Fig. 1: cell density map
The bar under the picture is 20 microns long. The die is cut into 7 by 7 equal tiles; black is low, pale yellow is high, 0 to 100% covered.
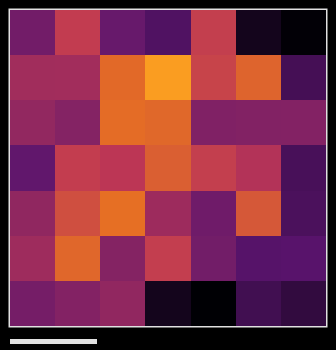
Fig. 2: PDN straps and rails
The bar under the picture is 20 microns long. Pins as bars on the die edge.
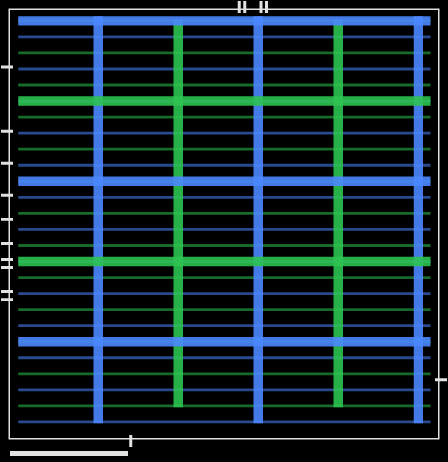
Fig. 3: placement by cell class
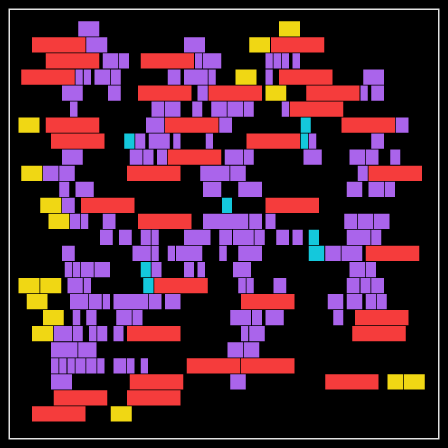
## config.mk

```make
export PLATFORM = sky130hd
export DESIGN_NAME = ram_scan_reader
export DESIGN_NICKNAME = d
export VERILOG_FILES = /design/src/rtl/ram_scan_reader_pkg.sv /design/src/rtl/ram_scan_reader_hold_timer.sv /design/src/rtl/ram_scan_reader.sv
export SDC_FILE = /design/constraint.sdc
export NUM_CORES = 1
export LEC_CHECK = 0
export CAP_MARGIN = 10
export CORE_MARGIN = 1
export CORE_UTILIZATION = 38
export CTS_BUF_LIST = sky130_fd_sc_hd__clkbuf_2
export DETAILED_ROUTE_END_ITERATION = 7
export GPL_ROUTABILITY_DRIVEN = 0
export HOLD_SLACK_MARGIN = 0.15
export PLACE_DENSITY = 0.53
export SYNTH_ARGS = -nofsm -noshare
export SYNTH_HDL_FRONTEND = slang
export SYNTH_SLANG_ARGS = --single-unit
```

## constraint.sdc

```tcl
create_clock -name clk -period 4.43 [get_ports clk]
set_clock_uncertainty 0.15 [all_clocks]
set_input_delay 0.886 -clock clk [delete_from_list [all_inputs] [get_ports clk]]
set_output_delay 0.886 -clock clk [all_outputs]
set_load 0.02 [all_outputs]
```

## src/rtl/ram_scan_reader_pkg.sv

```systemverilog
// Shared definitions for the RAM scan reader: FSM state encoding, default
// RAM geometry and the hold-counter width rule.
package ram_scan_reader_pkg;

  localparam int unsigned DEF_ADDR_W = 4;
  localparam int unsigned DEF_DATA_W = 2;

  typedef enum logic [2:0] {
    ST_IDLE = 3'd0,
    ST_REQ  = 3'd1,
    ST_WAIT = 3'd2,
    ST_HOLD = 3'd3,
    ST_DONE = 3'd4
  } state_e;

  // Counter must hold HOLD_CYCLES-1; never narrower than one bit.
  function automatic int unsigned hold_cnt_width(input int unsigned hold_cycles);
    return (hold_cycles < 2) ? 1 : $clog2(hold_cycles);
  endfunction

endpackage

```

## src/rtl/ram_scan_reader_hold_timer.sv

```systemverilog
// Down-counter that times how long each word stays on the LEDs.
// Loads a start value, decrements on request and flags when it reaches zero.
module ram_scan_reader_hold_timer #(
  parameter int unsigned W = 4
) (
  input  logic         clk,
  input  logic         rst_n,
  input  logic         load,
  input  logic [W-1:0] load_val,
  input  logic         dec,
  output logic         zero
);

  logic [W-1:0] count_q, count_d;

  // NOTE: count_d gets a default before any branch so no latch is inferred.
  always_comb begin
    count_d = count_q;
    if (load) begin
      count_d = load_val;
    end else if (dec && (count_q != '0)) begin
      count_d = count_q - W'(1);
    end
  end

  // NOTE: state registers use non-blocking assignments only.
  always_ff @(posedge clk or negedge rst_n) begin
    if (!rst_n) begin
      count_q <= '0;
    end else begin
      count_q <= count_d;
    end
  end

  assign zero = (count_q == '0);

endmodule

```

## src/rtl/ram_scan_reader.sv

```systemverilog
// Read-side sequencer for the LED pattern RAM: walks addresses 0..LAST_ADDR,
// captures each registered read word and shows it on led_data for HOLD_CYCLES.
module ram_scan_reader
  import ram_scan_reader_pkg::*;
#(
  parameter int unsigned ADDR_W      = DEF_ADDR_W,
  parameter int unsigned DATA_W      = DEF_DATA_W,
  parameter int unsigned LAST_ADDR   = 15,
  parameter int unsigned HOLD_CYCLES = 12_000_000
) (
  input  logic              clk,
  input  logic              rst_n,
  input  logic              start,
  input  logic              loop,
  output logic              r_en,
  output logic [ADDR_W-1:0] r_addr,
  input  logic [DATA_W-1:0] r_data,
  output logic [DATA_W-1:0] led_data,
  output logic              led_valid,
  output logic              busy,
  output logic              done
);

  localparam int unsigned       CNT_W     = hold_cnt_width(HOLD_CYCLES);
  localparam logic [CNT_W-1:0]  HOLD_LOAD = CNT_W'(HOLD_CYCLES - 1);
  localparam logic [ADDR_W-1:0] LAST      = ADDR_W'(LAST_ADDR);

  state_e            state_q, state_d;
  logic [ADDR_W-1:0] addr_q, addr_d;
  logic [DATA_W-1:0] led_data_q, led_data_d;
  logic              led_valid_q, led_valid_d;
  logic              timer_load, timer_dec, timer_zero;

  always_comb begin
    state_d     = state_q;
    addr_d      = addr_q;
    led_data_d  = led_data_q;
    led_valid_d = led_valid_q;
    timer_load  = 1'b0;
    timer_dec   = 1'b0;

    case (state_q)
      ST_IDLE: begin
        if (start) begin
          state_d     = ST_REQ;
          addr_d      = '0;
          led_valid_d = 1'b0;
        end
      end
      ST_REQ: begin
        state_d = ST_WAIT;
      end
      ST_WAIT: begin
        // RAM output is valid only in this state; capture and start the hold.
        led_data_d  = r_data;
        led_valid_d = 1'b1;
        timer_load  = 1'b1;
        state_d     = ST_HOLD;
      end
      ST_HOLD: begin
        if (timer_zero) begin
          if (addr_q != LAST) begin
            addr_d  = addr_q + ADDR_W'(1);
            state_d = ST_REQ;
          end else if (loop) begin
            addr_d  = '0;
            state_d = ST_REQ;
          end else begin
            state_d = ST_DONE;
          end
        end else begin
          timer_dec = 1'b1;
        end
      end
      ST_DONE: begin
        state_d = ST_IDLE;
      end
      default: begin
        state_d = ST_IDLE;
      end
    endcase
  end

  always_ff @(posedge clk or negedge rst_n) begin
    if (!rst_n) begin
      state_q     <= ST_IDLE;
      addr_q      <= '0;
      led_data_q  <= '0;
      led_valid_q <= 1'b0;
    end else begin
      state_q     <= state_d;
      addr_q      <= addr_d;
      led_data_q  <= led_data_d;
      led_valid_q <= led_valid_d;
    end
  end

  ram_scan_reader_hold_timer #(
    .W (CNT_W)
  ) u_hold_timer (
    .clk      (clk),
    .rst_n    (rst_n),
    .load     (timer_load),
    .load_val (HOLD_LOAD),
    .dec      (timer_dec),
    .zero     (timer_zero)
  );

  assign r_en      = (state_q == ST_REQ);
  assign r_addr    = addr_q;
  assign led_data  = led_data_q;
  assign led_valid = led_valid_q;
  assign busy      = (state_q != ST_IDLE);
  assign done      = (state_q == ST_DONE);

endmodule

```

==> results.json <==
{
  "status": "finished, final reports clean",
  "clock_latency_ns": 0.38,
  "swShare_pct": 41.55,
  "drive_above_1_share_pct": 10.43,
  "post-cts-setup-buffers": 0,
  "crit_required_ns": 4.58,
  "antenna_found_initial": 0,
  "clk_path_buf_depth": 2,
  "ys_warn_count": 0,
  "post_cts_resized": 0,
  "vias_per_cell": 5.712,
  "hold_start": "u_hold_timer.count_q[5]$_DFFE_PN0P_",
  "ys.flops": 34,
  "rsz0062_at_grt": "false",
  "lay_top_count": "dfrtp_1",
  "syn_inst": 196,
  "setup_tns_ns": 0,
  "power_density_nw_per_um2": 426.9,
  "common_cells": "dfrtp_1 (34), nand2_1 (21), nand3_1 (14)",
  "timing.rr.start": "u_hold_timer.count_q[5]$_DFFE_PN0P_",
  "powerSeq_mw": 0.421,
  "power-top-group": "registers",
  "io_pins": 16,
  "async_reset_ff_share_pct": 100.0,
  "maxSlewViolCount": 0,
  "htree_levels": 2,
  "yosys_area_sq_um": 1892,
  "track_usage_pct": 18.49,
  "hold_violations": 0,
  "antenna_left": 0,
  "grt_max_degree": 35,
  "cts-root-buf": "clkbuf_2",
  "syn_avg_cell_area_sq_um": 9.652
}
About Fig. 1:
nearly empty tiles: 4.1%
fullest tile: 79%
emptiest ninth of the die: bottom right
Final Util: 44.84%
FP Util: 39.79%
core box area: 4755 sq um

About Fig. 2:
[green] VDD
[blue] VSS
met1 rails: 26
met4 straps: 5
met5 straps: 5
rows: 25
Peak VDD IR: 0.2943 mV
Die Y: 72.56 microns
Die W: 72.56 microns

About Fig. 3:
[yellow] remaining buffers and delay cells | cells: 16 | share of their area: 7.7%
[purple] remaining logic cells | cells: 153 | share of their area: 49%
[cyan] clock drivers and dummy loads | cells: 8 | share of their area: 2.0%
[red] registers | cells: 34 | share of their area: 42%

## metal layers
metal / track usage, % / wire length, microns / share of wire [%] / vias to the layer above
li1: - / - / - / 770
met2: 30.43 / 2071 / 49 / 35
met1: 23.47 / 1978 / 47 / 776
met5: 0 / 0 / 0 / -
met4: 7.190 / 57 / 1.3 / 0
met3: 4.444 / 145 / 3.4 / 7
## sequential cells by signal (all words and copies together), names as in the netlist
register,count
u_hold_timer.count_q,24
led_data,2
r_addr,4
led_valid,1
state_q,3
## per-stage QoR
stage | util (%) | cells | setup WS (ns) | hold WS (ns)
floorplan | - | 196 | 1.647 | 0.2954
global placement | 43.97 | 270 | 1.544 | 0.3120
detailed placement | 43.97 | 270 | 1.459 | 0.3218
CTS | 44.84 | 278 | 1.427 | 0.3566
global route | 44.84 | 278 | 1.118 | 0.3693
finish | 44.84 | 278 | 1.425 | 0.3539
## cells by family (layout without fill, tap and decap cells)
| group | count (synthesis) | count (layout) | share of synthesized area, % |
|---|---|---|---|
| and+or+nand+nor | 100 | 100 | 32.67 |
| xor gates and xnor gates | 2 | 2 | 0.9261 |
| DFF | 34 | 34 | 44.97 |
| AOI/OAI and AO/OA | 39 | 39 | 13.76 |
| muxes | 5 | 5 | 2.646 |
| buffers and inverters | 13 | 28 | 3.042 |
| adders and majority gates | 3 | 3 | 1.984 |
## final cells by class
cell class	instances	area [sq um]
Fill cell	467	2623
Clock inverter	3	16.27
Sequential cell	34	850.8
Inverter	4	15.01
Tap cell	67	83.83
Clock buffer	5	25.02
Multi-Input combinational cell	149	983.4
Timing Repair Buffer	16	157.7
## critical path: stages (launching register included)
cell and delay [ns]:
dfrtp_1 0.43, or4_4 0.58, or4b_4 0.58, nor4_4 0.79, a21oi_1 0.15, a211oi_1 0.23
No activity file was given, so power comes from the tool's default toggle rates.
